PDN straps and rails:
Pins as bars on the die edge. Tap cells in gray.
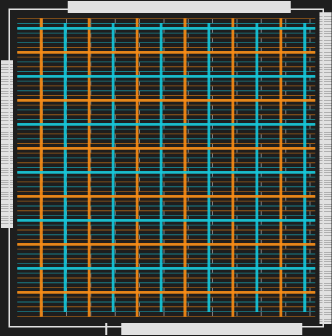
Cell classes on the final placement:
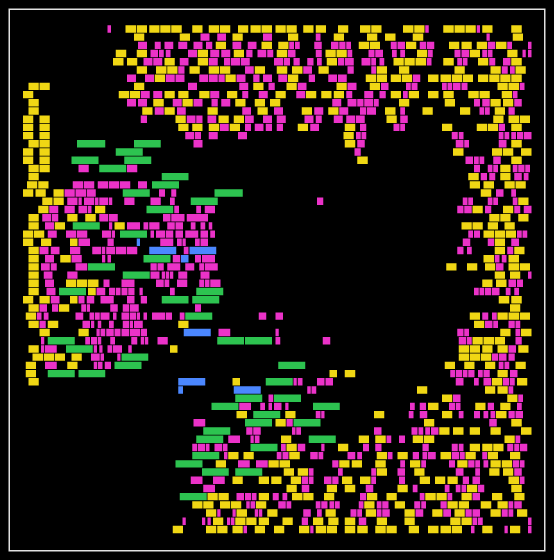
==> config.mk <==
export PLATFORM = sky130hd
export DESIGN_NAME = sram_bist_ctrl_flat
export DESIGN_NICKNAME = d
export VERILOG_FILES = /design/src/rtl/sram_bist_ctrl_if.sv /design/src/rtl/sram_bist_ctrl.sv /design/src/flat_wrapper.sv
export SDC_FILE = /design/constraint.sdc
export NUM_CORES = 1
export LEC_CHECK = 0
export CAP_MARGIN = 20
export CORE_AREA = 4 4 173 175
export CTS_CLUSTER_DIAMETER = 150
export DETAILED_ROUTE_END_ITERATION = 7
export DIE_AREA = 0 0 177 179
export PLACE_DENSITY = 0.64
export SYNTH_ARGS = -nofsm -noshare
export SYNTH_HDL_FRONTEND = slang
export SYNTH_SLANG_ARGS = --single-unit
==> constraint.sdc <==
create_clock -name wb_clk_i -period 3.75 [get_ports wb_clk_i]
set_input_delay 0.5625 -clock wb_clk_i [delete_from_list [all_inputs] [get_ports wb_clk_i]]
set_output_delay 0.5625 -clock wb_clk_i [all_outputs]
set_load 0.05 [all_outputs]
==> qor.csv <==
metric,value,unit
clockBufferDepth,2,
drt-initial-drc-count,289,
ys_types,49,
place_congestion,0.877,
finalSetupTns,0,ns
synth.avg_cell_area,7.80,µm²
m1WireLength,11600,µm
edf_count,0,
setup_viol,0,
drc,0,
async_flop_share,1.00,
drv_cap,0,
lay_top_count,clkdlybuf4s50_1,
netlist.area_leader.share,0.210,
r2r_cells,10,
track_usage,0.173,
synth.logic.top_family,simple AND/OR/NAND/NOR gates,
ys_ff,48,
yosys_warnings,0,
status,finished clean,
routed_wl,30000,µm
top_usage_layer,met2,
numCtsBuffers,5,
end_kind,primary output,
nFillCells,2958,
fp_util,0.201,
antenna_found_initial,4,
yosysMostFrequentCell,xor2_1,
grt_pass1_vias,7223,
wl_met2,15500,µm
top_area_cell,dfrtp_1,
wl_per_cell,19.9,µm
hp-class,flop to flop,
finalCritPeriodShare,0.949,
ys_sh_xor,0.155,
met3WireLength,2380,µm
powerDensity,225,mW/mm²
comb_area,0.00408,mm²
cts_tree,yes,
Back to the opening pictures, 'PDN straps and rails':
| color | net |
|---|---|
| cyan | VDD |
| orange | VSS |
met5 straps: 12
met1 rails: 63
rows: 62
VDD IR-drop max: 0.000196 V
core area: 0.0285 mm²
Die W: 177 µm

Back to the opening pictures, 'cell classes on the final placement':
| color | class | cells |
|---|---|---|
| magenta | combinational and other logic | 626 |
| green | flops | 48 |
| yellow | other buffers and delay cells | 440 |
| blue | clock drivers and dummy loads | 8 |
Rows: 62
Design Area, Final: 0.0104 mm²
Core Util, Final: 0.364

-- power breakdown --
part / internal [W] / total, W / switching, W
Combinational: 0.000618 / 0.00121 / 0.000589
Sequential: 0.000568 / 0.000677 / 0.000109
Clock: 0.000247 / 0.000447 / 0.000201
-- worst max-delay path, stage by stage (launching register included) --
cell	delay, ns
dfrtp_1	0.52
clkinv_1	0.22
nand4_1	0.29
mux2i_1	0.73
clkdlybuf4s50_1	0.95
-- final cells by class --
class,count,area share
Tap cell,384,0.0463
Clock buffer,6,0.0124
Clock inverter,2,0.00121
Timing Repair Buffer,440,0.423
Sequential cell,48,0.116
Multi-Input combinational cell,606,0.394
Inverter,20,0.00724
Power figures rest on the tool's default switching activity, not on a simulated workload.
